### The metal 3 layer, run 1

Scale: 3 px per um.
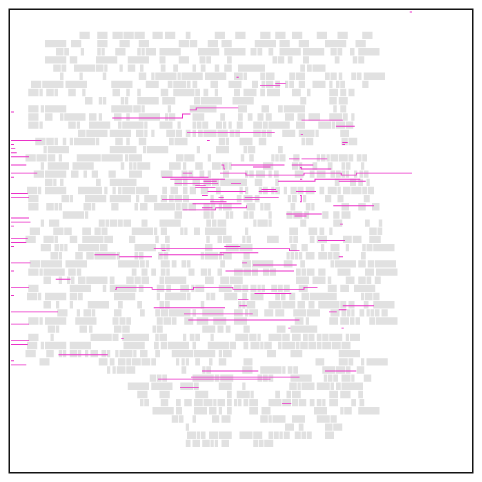
### Pin placement, run 1

Scale: 3 px per um. Pins as bars across the die edge, other pins in grey.
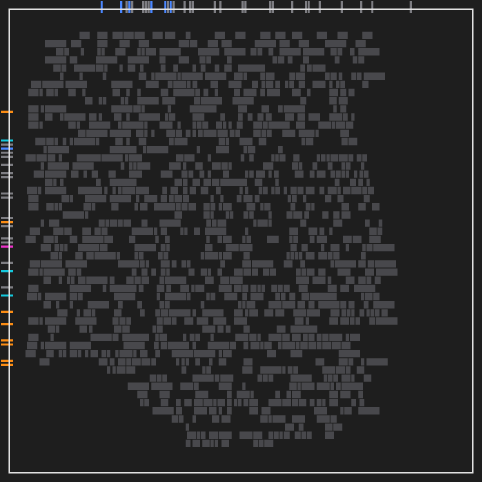
### Routing congestion, run 1

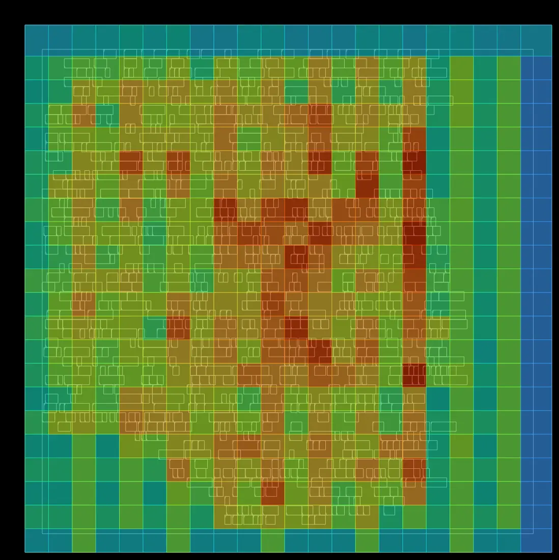
File: config.mk
export PLATFORM = sky130hd
export DESIGN_NAME = arc_engine_flat
export DESIGN_NICKNAME = d
export VERILOG_FILES = /design/src/rtl/arc_engine_if.sv /design/src/rtl/arc_engine.sv /design/src/flat_wrapper.sv
export SDC_FILE = /design/constraint.sdc
export NUM_CORES = 1
export LEC_CHECK = 0
export CORE_MARGIN = 5
export CORE_UTILIZATION = 35
export DETAILED_ROUTE_END_ITERATION = 16
export PLACE_DENSITY = 0.56
export SETUP_SLACK_MARGIN = 0.4
export SLEW_MARGIN = 25
export SYNTH_ARGS = -nofsm -noshare
export SYNTH_HDL_FRONTEND = slang
export SYNTH_SLANG_ARGS = --single-unit
File: constraint.sdc
create_clock -name clk -period 12 [get_ports clk]
set_input_delay 3 -clock clk [delete_from_list [all_inputs] [get_ports clk]]
set_output_delay 3 -clock clk [all_outputs]
set_load 0.03 [all_outputs]
File: src/rtl/arc_engine_if.sv
// Request/plot bundle for arc_engine: start/done handshake plus the VGA plot port.
// Master issues draw requests and consumes plots; slave is the engine.
interface arc_engine_if #(
    parameter int X_W      = 8,
    parameter int Y_W      = 7,
    parameter int R_W      = 8,
    parameter int COLOUR_W = 3
);
    logic                start;
    logic [X_W-1:0]      centre_x;
    logic [Y_W-1:0]      centre_y;
    logic [R_W-1:0]      radius;
    logic [COLOUR_W-1:0] colour;
    logic [7:0]          octant_mask;
    logic                done;
    logic [X_W-1:0]      vga_x;
    logic [Y_W-1:0]      vga_y;
    logic [COLOUR_W-1:0] vga_colour;
    logic                vga_plot;

    modport master (
        output start, centre_x, centre_y, radius, colour, octant_mask,
        input  done, vga_x, vga_y, vga_colour, vga_plot
    );

    modport slave (
        input  start, centre_x, centre_y, radius, colour, octant_mask,
        output done, vga_x, vga_y, vga_colour, vga_plot
    );
endinterface

File: src/rtl/arc_engine.sv
// Midpoint circle/arc drawer, one octant slot per clock; done after 8N+2 edges, start held until done.
// No backpressure on the plot port. ARC_ENGINE_CLEAR_EN adds a full-screen blanking sweep before drawing.
module arc_engine #(
    parameter int X_W      = 8,
    parameter int Y_W      = 7,
    parameter int R_W      = 8,
    parameter int COLOUR_W = 3,
    parameter int SCREEN_W = 160,
    parameter int SCREEN_H = 120
) (
    input  logic        clk,
    input  logic        rst_n,
    arc_engine_if.slave bus
);
    localparam int MW = (X_W > R_W) ? ((X_W > Y_W) ? X_W : Y_W) : ((R_W > Y_W) ? R_W : Y_W);
    localparam int W  = MW + 2;
    localparam int CW = R_W + 2;
    localparam logic signed [W-1:0] ZERO = '0;
    localparam logic signed [W-1:0] ONE  = W'(1);
    localparam logic signed [W-1:0] SW_S = W'(SCREEN_W);
    localparam logic signed [W-1:0] SH_S = W'(SCREEN_H);

    typedef enum logic [2:0] {IDLE, INIT, CLEAR, DRAW, DONE} state_t;

    state_t               state;
    logic [X_W-1:0]       cx_q;
    logic [Y_W-1:0]       cy_q;
    logic [R_W-1:0]       rad_q;
    logic [COLOUR_W-1:0]  col_q;
    logic [7:0]           mask_q;
    logic signed [W-1:0]  ox, oy;
    logic signed [CW-1:0] crit;
    logic [2:0]           k;
`ifdef ARC_ENGINE_CLEAR_EN
    logic [X_W-1:0]       clr_x;
    logic [Y_W-1:0]       clr_y;
`endif

    logic signed [W-1:0] cx_s, cy_s, rad_s, px, py, oy_n, ox_n, crit_w, crit_n;
    logic                on_screen;

    always_comb begin
        cx_s  = $signed(W'(cx_q));
        cy_s  = $signed(W'(cy_q));
        rad_s = $signed(W'(rad_q));
        px    = cx_s;
        py    = cy_s;
        case (k)
            3'd0: begin px = cx_s + ox; py = cy_s + oy; end
            3'd1: begin px = cx_s + oy; py = cy_s + ox; end
            3'd2: begin px = cx_s - oy; py = cy_s + ox; end
            3'd3: begin px = cx_s - ox; py = cy_s + oy; end
            3'd4: begin px = cx_s - ox; py = cy_s - oy; end
            3'd5: begin px = cx_s - oy; py = cy_s - ox; end
            3'd6: begin px = cx_s + oy; py = cy_s - ox; end
            3'd7: begin px = cx_s + ox; py = cy_s - oy; end
        endcase
        on_screen = (px >= ZERO) && (px < SW_S) && (py >= ZERO) && (py < SH_S);

        // Midpoint step evaluated with the already-incremented oy (and decremented ox).
        oy_n   = oy + ONE;
        crit_w = W'(crit);
        if (crit_w <= ZERO) begin
            ox_n   = ox;
            crit_n = crit_w + oy_n + oy_n + ONE;
        end else begin
            ox_n   = ox - ONE;
            crit_n = crit_w + (oy_n - ox_n) + (oy_n - ox_n) + ONE;
        end
    end

    always_ff @(posedge clk) begin
        if (!rst_n) begin
            state          <= IDLE;
            bus.done       <= 1'b0;
            bus.vga_plot   <= 1'b0;
            bus.vga_x      <= '0;
            bus.vga_y      <= '0;
            bus.vga_colour <= '0;
            cx_q           <= '0;
            cy_q           <= '0;
            rad_q          <= '0;
            col_q          <= '0;
            mask_q         <= '0;
            ox             <= '0;
            oy             <= '0;
            crit           <= '0;
            k              <= '0;
`ifdef ARC_ENGINE_CLEAR_EN
            clr_x          <= '0;
            clr_y          <= '0;
`endif
        end else begin
            case (state)
                IDLE: begin
                    bus.done       <= 1'b0;
                    bus.vga_plot   <= 1'b0;
                    bus.vga_x      <= '0;
                    bus.vga_y      <= '0;
                    bus.vga_colour <= '0;
                    if (bus.start) begin
                        cx_q   <= bus.centre_x;
                        cy_q   <= bus.centre_y;
                        rad_q  <= bus.radius;
                        col_q  <= bus.colour;
                        mask_q <= bus.octant_mask;
                        state  <= INIT;
                    end
                end
                INIT: begin
                    ox   <= rad_s;
                    oy   <= ZERO;
                    crit <= CW'(ONE - rad_s);
                    k    <= 3'd0;
`ifdef ARC_ENGINE_CLEAR_EN
                    clr_x <= '0;
                    clr_y <= '0;
                    state <= CLEAR;
`else
                    state <= DRAW;
`endif
                end
`ifdef ARC_ENGINE_CLEAR_EN
                CLEAR: begin
                    bus.vga_x      <= clr_x;
                    bus.vga_y      <= clr_y;
                    bus.vga_colour <= '0;
                    bus.vga_plot   <= 1'b1;
                    if (clr_y == Y_W'(SCREEN_H - 1)) begin
                        clr_y <= '0;
                        if (clr_x == X_W'(SCREEN_W - 1)) state <= DRAW;
                        else clr_x <= clr_x + X_W'(1);
                    end else begin
                        clr_y <= clr_y + Y_W'(1);
                    end
                end
`endif
                DRAW: begin
                    bus.vga_x      <= px[X_W-1:0];
                    bus.vga_y      <= py[Y_W-1:0];
                    bus.vga_colour <= col_q;
                    bus.vga_plot   <= mask_q[k] & on_screen;
                    k              <= k + 3'd1;
                    if (k == 3'd7) begin
                        oy   <= oy_n;
                        ox   <= ox_n;
                        crit <= CW'(crit_n);
                        if (oy_n > ox_n) state <= DONE;
                    end
                end
                DONE: begin
                    bus.vga_plot   <= 1'b0;
                    bus.vga_x      <= '0;
                    bus.vga_y      <= '0;
                    bus.vga_colour <= '0;
                    if (!bus.done) begin
                        bus.done <= 1'b1;
                    end else if (!bus.start) begin
                        bus.done <= 1'b0;
                        state    <= IDLE;
                    end
                end
                default: state <= IDLE;
            endcase
        end
    end
endmodule

File: src/flat_wrapper.sv
// flat-port wrapper written by rule: the top's interface ports become plain ports
module arc_engine_flat 
#(
    parameter int X_W      = 8,
    parameter int Y_W      = 7,
    parameter int R_W      = 8,
    parameter int COLOUR_W = 3,
    parameter int SCREEN_W = 160,
    parameter int SCREEN_H = 120
)
  (clk, rst_n, bus_start, bus_centre_x, bus_centre_y, bus_radius, bus_colour, bus_octant_mask, bus_done, bus_vga_x, bus_vga_y, bus_vga_colour, bus_vga_plot);
  arc_engine_if #(.X_W(X_W), .Y_W(Y_W), .R_W(R_W), .COLOUR_W(COLOUR_W)) bus_i ();
  input  logic clk;
  input  logic rst_n;
  input wire logic [$bits(bus_i.start)-1:0] bus_start;
  input wire logic [$bits(bus_i.centre_x)-1:0] bus_centre_x;
  input wire logic [$bits(bus_i.centre_y)-1:0] bus_centre_y;
  input wire logic [$bits(bus_i.radius)-1:0] bus_radius;
  input wire logic [$bits(bus_i.colour)-1:0] bus_colour;
  input wire logic [$bits(bus_i.octant_mask)-1:0] bus_octant_mask;
  output wire logic [$bits(bus_i.done)-1:0] bus_done;
  output wire logic [$bits(bus_i.vga_x)-1:0] bus_vga_x;
  output wire logic [$bits(bus_i.vga_y)-1:0] bus_vga_y;
  output wire logic [$bits(bus_i.vga_colour)-1:0] bus_vga_colour;
  output wire logic [$bits(bus_i.vga_plot)-1:0] bus_vga_plot;
  assign bus_i.start = bus_start;
  assign bus_i.centre_x = bus_centre_x;
  assign bus_i.centre_y = bus_centre_y;
  assign bus_i.radius = bus_radius;
  assign bus_i.colour = bus_colour;
  assign bus_i.octant_mask = bus_octant_mask;
  assign bus_done = bus_i.done;
  assign bus_vga_x = bus_i.vga_x;
  assign bus_vga_y = bus_i.vga_y;
  assign bus_vga_colour = bus_i.vga_colour;
  assign bus_vga_plot = bus_i.vga_plot;
  arc_engine #(.X_W(X_W), .Y_W(Y_W), .R_W(R_W), .COLOUR_W(COLOUR_W), .SCREEN_W(SCREEN_W), .SCREEN_H(SCREEN_H)) u_core (.clk(clk), .rst_n(rst_n), .bus(bus_i));
endmodule
==> summary.txt, run 1 <==
impl run done, here's what came out: Clock power frac 0.291, DRC viols 0, gpl congestion about 0.93, max-slew violation count 0, Yosys Warn Count 0, Yosys chip area 7260 um^2, leakage roughly 3.3 nW, Critical Path AT 4.81 ns, Max-Cap Viols 0, CTS Buf Count 9, synthesized area between 7000 and 8000 um^2, Reg-to-Reg End u_core.bus.vga_plot, Latency at later pin 0.36 ns, yosys cell count 968, GRT Total Usage 0.179, Root Driver clkbuf_16, violation count after the first detailed-route iteration 541, largest net degree at the start of global routing 93, Post-Route Setup TNS 0 ns, Final Skew 0.00780 ns, fin cells 1261, worst min path class reg -> reg, depth of the most critical reg-to-reg path 17, crit end category flop, worst setup margin between 7 and 8 ns, Worst setup endpoint u_core.bus.vga_plot, # rows 52, Final setup viols 0, CP Class reg -> reg, depth of the CTS H-tree 3, Peak VDD IR between 0.00007 and 0.00008 V, yosys xor share 0.0748, placed cell area ~8000 um^2, DP Cell Count 1245, sw power between 0.3 and 0.4 mW, Simple-Gate Fraction of Synth Area 0.236, commonest non-fill, non-tap cells in the layout nand2_1 (142), dfxtp_1 (90), o21ai_0 (64), FF-to-FF Start u_core.k[0], Layout area overhead 14.1%, first-pass GRT wire length between 30000 and 40000 um, Synthesized Nets 1070, Worst Hold Slack between 0.4 and 0.5 ns, R2R Setup Slk 7.46 ns, Die Area approximately 24000 um^2, # Post-CTS Setup Buffers 0, Logic pwr share 0.359, clk buf depth 2, initial antenna violation count 0, WP data required about 12 ns, antenna viol nets, final 0, flip-flops with a built-in enable 0, via/cell ratio 5.43, FMAX 220 MHz, max incr delay on CP slightly below 0.5 ns, Resized Gates After CTS 0, clk sinks 90, Synth Register Bits 90, aoi share 0.258, Seq pwr share 0.350, core area 20300 um^2, Core Util at FP 0.357, post-synthesis mux area share 0.0121, Mapped Cells 968, share of cells above drive strength 1 0.0494, Design Area, Final 8280 um^2, Cell Type Count roughly 67, Antenna Cells 0, vias in the first global route 6392, Final #Nets 1088, # fillers 2156, Avg Inst Size Synth 7.50 um^2, status finished, final reports clean, total power a little under 1 mW, crit share post-route 0.379, Worst Setup Start Kind flop, critical path peak fanout 9, Place WS 7.31 ns, CP cell instances inv_1 > ha_1 > nor2b_1 > or2_2 > a21oi_1 > a2bb2oi_1 > a21oi_1 > o22ai_1 > ha_1 > nor2b_1 > o21ai_0 > a21oi_1 > o31a_1 > or4_4 > a221oi_2 > a41oi_1 > o31ai_1, unrepaired setup endpoints after global routing no, total tool warning count 32, Final Hold Fails 0, CTS tree built, clk slew on worst S/H paths 0.07 ns, Critical-path top delay cell dfxtp_1, hold buffers post-CTS 0, Worst-Margin Slew between 1 and 1.5 ns, asr flop ratio synth 0, Detailed Place HPWL 15900 um, Post-Synth Adder-Cell Area 0.117, Cell Int Power 0.606 mW, Crit path top cell by count a21oi_1, io pins 57, final core occ 0.408, Logic family by area AND-OR/OR-AND gates, Final Critical Period between 4 and 5 ns, Top cell excl fill/tap nand2_1, Sw Ratio 0.375, First-pass DRT Iterations 5, Power Density ~120 nW/um^2, Worst Setup SP u_core.k[0], Most common reg cell dfxtp_1, Slew headroom 0.328, sequential cell area fraction in the yosys report 0.248, global route overflow 0
Back to the opening pictures, 'The metal 3 layer':
wire length on this layer = 1080 um
nets with wire on the layer = 89
main direction = horizontal
longest straight run = 45.1 um
vias: 6851
met3 usage: 0.0242
final WL: 21400 um

Back to the opening pictures, 'Pin placement':
cyan -> bus_vga_colour  # pins 3, direction output, edge left
magenta -> bus_done  # pins 1, direction output, edge left
blue -> bus_centre_y  # pins 7, direction input, edge 6 top, 1 left
orange -> bus_radius  # pins 8, direction input, edge left
all pins by edge = 30 top, 27 left
die span in y: 154 um
I/O Buffers: 56
chip width: 154 um

Back to the opening pictures, 'Routing congestion':
met2 Track Usage GR: 0.270
WL per Instance: 17.0 um

==> run 1: power groups by stage <==
stage	clock, mW	sequential, mW	combinational [mW]
after global placement	0	0.346	0.344
after detailed placement	0	0.346	0.345
after CTS	0.289	0.339	0.348
after global routing	0.301	0.342	0.389
final	0.283	0.339	0.348
after floorplan	0	0.334	0.264
==> run 1: per-layer routing <==
layer / track usage / share of wire
met1: 0.270 / 0.51
met2: 0.270 / 0.43
met3: 0.0242 / 0.050
met4: 0.0378 / 0.012
met5: 0 / 0
==> run 1: worst min-delay path by stage <==
stage / startpoint / to / slack, ns / depth (start not counted)
after global routing: u_core.col_q[2] / u_core.col_q[2] / 0.50 / 2
after global placement: u_core.mask_q[2] / u_core.mask_q[2] / 0.45 / 2
final: u_core.mask_q[0] / u_core.mask_q[0] / 0.47 / 2
after CTS: u_core.mask_q[6] / u_core.mask_q[6] / 0.47 / 2
after floorplan: u_core.mask_q[2] / u_core.mask_q[2] / 0.44 / 2
after detailed placement: u_core.mask_q[6] / u_core.mask_q[6] / 0.46 / 2
==> run 1: synthesized netlist by cell type, types with 3 or more instances <==
cell,number,share of area
a2111oi_0,3,0.0036
a211oi_1,4,0.0041
a21boi_0,46,0.048
a21o_1,9,0.0093
a21oi_1,61,0.042
a221oi_1,3,0.0036
a22oi_1,13,0.013
a31o_2,4,0.0048
a31oi_1,8,0.0069
a41oi_1,3,0.0036
and2_1,18,0.016
and3_1,6,0.0052
clkbuf_1,55,0.028
dfxtp_1,90,0.25
fa_1,5,0.014
ha_1,60,0.10
inv_1,41,0.021
nand2_1,142,0.073
nand2b_1,7,0.0060
nand3_1,38,0.026
nand4_1,5,0.0043
nor2_1,53,0.027
nor2b_1,22,0.019
nor3_1,27,0.019
nor4_1,5,0.0043
nor4b_1,3,0.0036
o2111ai_1,3,0.0036
o211a_1,4,0.0055
o211ai_1,17,0.018
o21a_1,8,0.0083
o21ai_0,64,0.044
o22a_1,3,0.0036
o22ai_1,8,0.0069
o311ai_0,3,0.0036
o31ai_1,4,0.0041
or2_2,8,0.0069
or3_1,16,0.014
xnor2_1,34,0.041
xor2_1,28,0.034
==> run 1: state kept, by name, summed over array words and instances, names as in the netlist <==
| signal | cells |
|---|---|
| u_core.crit | 10 |
| u_core.bus.vga_y | 7 |
| u_core.bus.done | 1 |
| u_core.bus.vga_x | 8 |
| u_core.rad_q | 8 |
| u_core.mask_q | 8 |
| u_core.bus.vga_colour | 3 |
| u_core.ox | 10 |
| u_core.oy | 10 |
| u_core.cy_q | 7 |
| u_core.bus.vga_plot | 1 |
| u_core.k | 3 |
| u_core.col_q | 3 |
| u_core.state | 3 |
| u_core.cx_q | 8 |
==> run 1: critical path, delay by kind of cell (launching register included) <==
kind                       cells  cell delay, ns
AOI/OAI and AO/OA             10            2.09
DFF                            1            0.49
and+or+nand+nor                4            1.22
buffers and inverters          1            0.11
adders and majority gates      2            0.55
==> run 1: layout make-up <==
type	count	area [um^2]	area share
Multi-Input combinational cell	778	5080	0.613
Sequential cell	90	1800	0.218
Timing Repair Buffer	65	623	0.0752
Tap cell	270	338	0.0408
Clock buffer	9	225	0.0272
Inverter	42	158	0.0190
Clock inverter	7	60.1	0.00725
### M2 wires, run 1

Scale: 3 px per um.
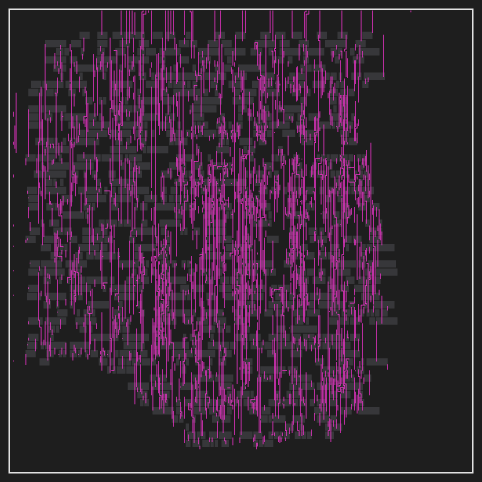

==> inputs of run 2 (changes only) <==
clock period = 4.5 ns   (was 12 ns; I/O delays follow)
### M2 wires, run 2

Scale: 3 px per um.
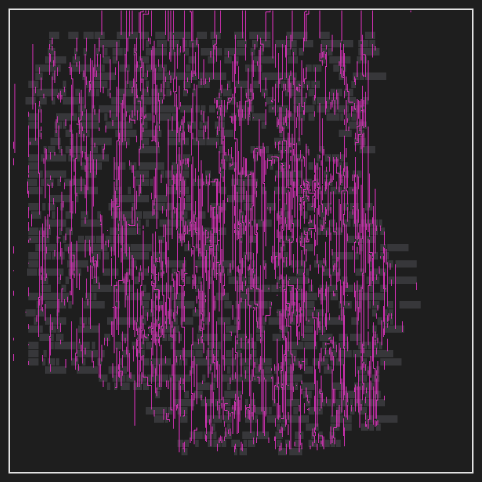
longest straight run = 64.3 um
nets with wire on the layer = 864
share of all routed wire = 44%
main direction = vertical
wire length on this layer = 9830 um
vias: 6935
final WL: 22600 um
met2 Track Usage GR: 0.285

### Pin placement, run 2

Scale: 3 px per um. Pins as bars across the die edge, other pins in grey.
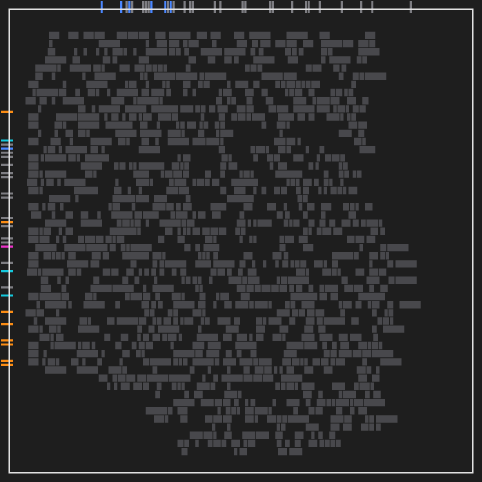
orange -> bus_radius  # pins 8, direction input, edge left
cyan -> bus_vga_colour  # pins 3, direction output, edge left
magenta -> bus_done  # pins 1, direction output, edge left
blue -> bus_centre_y  # pins 7, direction input, edge 6 top, 1 left

==> summary.txt, run 2 <==
impl run done, here's what came out: synthesized area between 7000 and 8000 um^2, GRT Total Usage 0.186, Slew headroom 0.259, Largest regs u_core.crit x10, u_core.ox x10, u_core.oy x10, delay-heaviest family, CP AND-OR/OR-AND gates, Avg Inst Size Synth 7.50 um^2, Reg-to-Reg End u_core.bus.vga_plot, core area 20300 um^2, Die Area 23700 um^2, global route overflow 0, max incr delay on CP 0.43 ns, flip-flops with a built-in enable 0, total power ~2.7 mW, Simple-Gate Fraction of Synth Area 0.236, post-synth top area cell dfxtp_1, share of cells above drive strength 1 0.0767, largest net degree at the start of global routing 92, Core Util at FP 0.357, gpl congestion 0.900, depth of the most critical reg-to-reg path 18, Peak VDD IR 0.000176 V, worst min path class reg -> reg, sequential cell area fraction in the yosys report 0.248, Cell Type Count ~67, Yosys chip area 7260 um^2, Antenna Cells 0, CTS tree built, Synthesized Nets 1070, WP data required 4.77 ns, DRC viols 0, Buf/Inv on CP 3, Mapped Cells around 970, top cells, area dfxtp_1 (25%), ha_1 (10%), nand2_1 (7.3%), first-pass GRT wire length 35600 um, violation count after the first detailed-route iteration 579, die span in y 154 um, yosys xor share 0.0748, Design Area, Final roughly 8400 um^2, # rows 52, Root Driver clkbuf_16, FMAX about 260 MHz, io pins ~57, Post-Synth Adder-Cell Area 0.117, Final #Nets 1101, CP Depth 18, aoi share 0.258, CP Class reg -> reg, Worst-Margin Slew 1.11 ns, via/cell ratio about 5.4, post-synthesis mux area share 0.0121, Post-synth top cells nand2_1 (142), dfxtp_1 (90), o21ai_0 (64), crit share post-route 0.849, leakage approximately 3.4 nW, WL per Instance 17.7 um, I/O Buffers approximately 56, Synth Register Bits ~90, Worst Setup Start Kind flop, placed cell area just over 8000 um^2, commonest non-fill, non-tap cells in the layout nand2_1 (142), dfxtp_1 (88), o21ai_0 (63), total tool warning count 32, CP cell instances inv_1 > ha_2 > nor2b_2 > a21oi_1 > buf_4 > nand2_1 > nand2_1 > o21ai_0 > ha_1 > inv_1 > fa_1 > nor2b_1 > o2111ai_1 > a31oi_1 > nand2b_1 > a21oi_1 > a211o_1 > o31ai_1, asr flop ratio synth 0, antenna viol nets, final 0, Final Critical Period 3.82 ns, CTS Buf Count 9, max-slew violation count 0, Layout area overhead 16.4%, Top cell excl fill/tap nand2_1, Final setup viols 0, Yosys Warn Count 0, crit end category flop, Post-Route Setup TNS 0 ns, chip width approximately 150 um, Final Skew 0.0102 ns, clk slew on worst S/H paths about 0.08 ns, Worst Setup SP u_core.k[0], clk sinks roughly 90, clk buf depth 2, Critical Path AT 4.09 ns, vias in the first global route 6440, First-pass DRT Iterations 5, yosys cell count 968, Latency at later pin 0.36 ns, unrepaired setup endpoints after global routing no, top-count cell post-synth nand2_1, Max-Cap Viols 0, Logic family by area AND-OR/OR-AND gates, Area leader share 0.248, Most common reg cell dfxtp_1, Final Hold Fails 0, R2R Setup Slk 0.68 ns, # Post-CTS Setup Buffers 0, initial antenna violation count 0, Power Density roughly 310 nW/um^2, critical path peak fanout 13, Critical-path top delay cell fa_1, status finished, final reports clean, Detailed Place HPWL 17100 um, depth of the CTS H-tree 3, FF-to-FF Start u_core.k[0], Worst setup endpoint u_core.bus.vga_plot
### The metal 3 layer, run 2

Scale: 3 px per um.
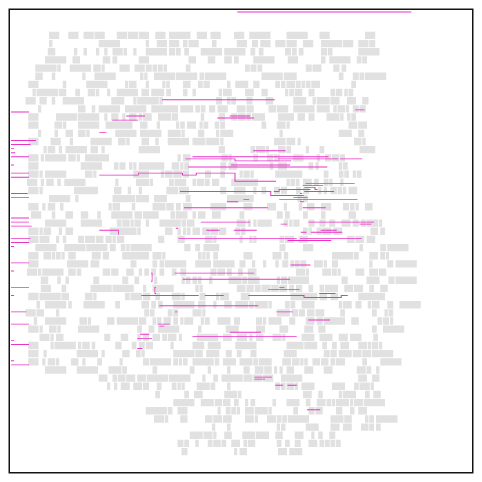
main direction = horizontal
wire length on this layer = 1080 um
longest straight run = 57.7 um
nets with wire on the layer = 81
met3 usage: 0.0261

## run 2: cell types whose count changed in the layout (fill, tap and decap cells not counted), sizes merged
cell and delta:
inv +1, buf +13, clkinvlp -1
## run 2: worst min path at each step
stage,start,end,slack [ns],cells past startpoint
after floorplan,u_core.mask_q[2],u_core.mask_q[2],0.44,2
after global placement,u_core.col_q[1],u_core.bus.vga_colour[1],0.45,2
after detailed placement,u_core.mask_q[6],u_core.mask_q[6],0.46,2
after CTS,u_core.mask_q[6],u_core.mask_q[6],0.47,2
after global routing,u_core.mask_q[4],u_core.mask_q[4],0.49,2
final,u_core.mask_q[4],u_core.mask_q[4],0.46,2
## run 2: cell families (layout without fill, tap and decap cells)
logic type / Yosys count / count (layout)
mux: 6 / 6
xor+xnor: 62 / 62
compound gates: 285 / 285
flops: 90 / 90
buf+inv: 100 / 136
fa+ha+maj: 65 / 65
simple gates: 360 / 360
## run 2: through the flow
step | std cells | hold WS, ns | setup WS (ns) | utilization
floorplan | 968 | 0.440 | 0.499 | -
global placement | 1258 | 0.453 | 0.320 | 0.399
detailed placement | 1258 | 0.458 | 0.260 | 0.399
CTS | 1274 | 0.469 | 0.400 | 0.414
global route | 1274 | 0.487 | 0.411 | 0.416
finish | 1274 | 0.465 | 0.681 | 0.416
## run 2: metal layers
metal,GRT usage,up-vias,wire [um]
li1,-,3518,-
met1,0.279,3236,11500
met2,0.285,168,9830
met3,0.0261,13,1080
met4,0.0320,0,190
met5,0,-,0
## run 2: power breakdown
part | total, mW | switching, mW | internal, mW
Sequential | 0.893 | 0.0540 | 0.839
Combinational | 0.976 | 0.572 | 0.404
Clock | 0.792 | 0.394 | 0.398
## run 2: worst min-delay path: stages, from the launching register on
cell and delay, ns:
dfxtp_1 0.31, nand2_1 0.05, a21boi_0 0.06
## run 2: final cells by class
class                      instances  area, um^2
multi-input combinational        778        5120
fill                            2143       11900
sequential                        90        1810
clock inverter                     7        77.6
timing repair buffer              78         721
clock buffer                       9         225
inverter                          42         158
tap                              270         338
## run 2: repair_timing
item | 4_1_cts | 5_1_grt
gates cloned | 0 | 0
resized | 3 | 16
hold buffers | 0 | 0
pin swaps | 0 | 1
setup endpoints to repair | 1 | 3
Power and IR drop assume default switching activity.
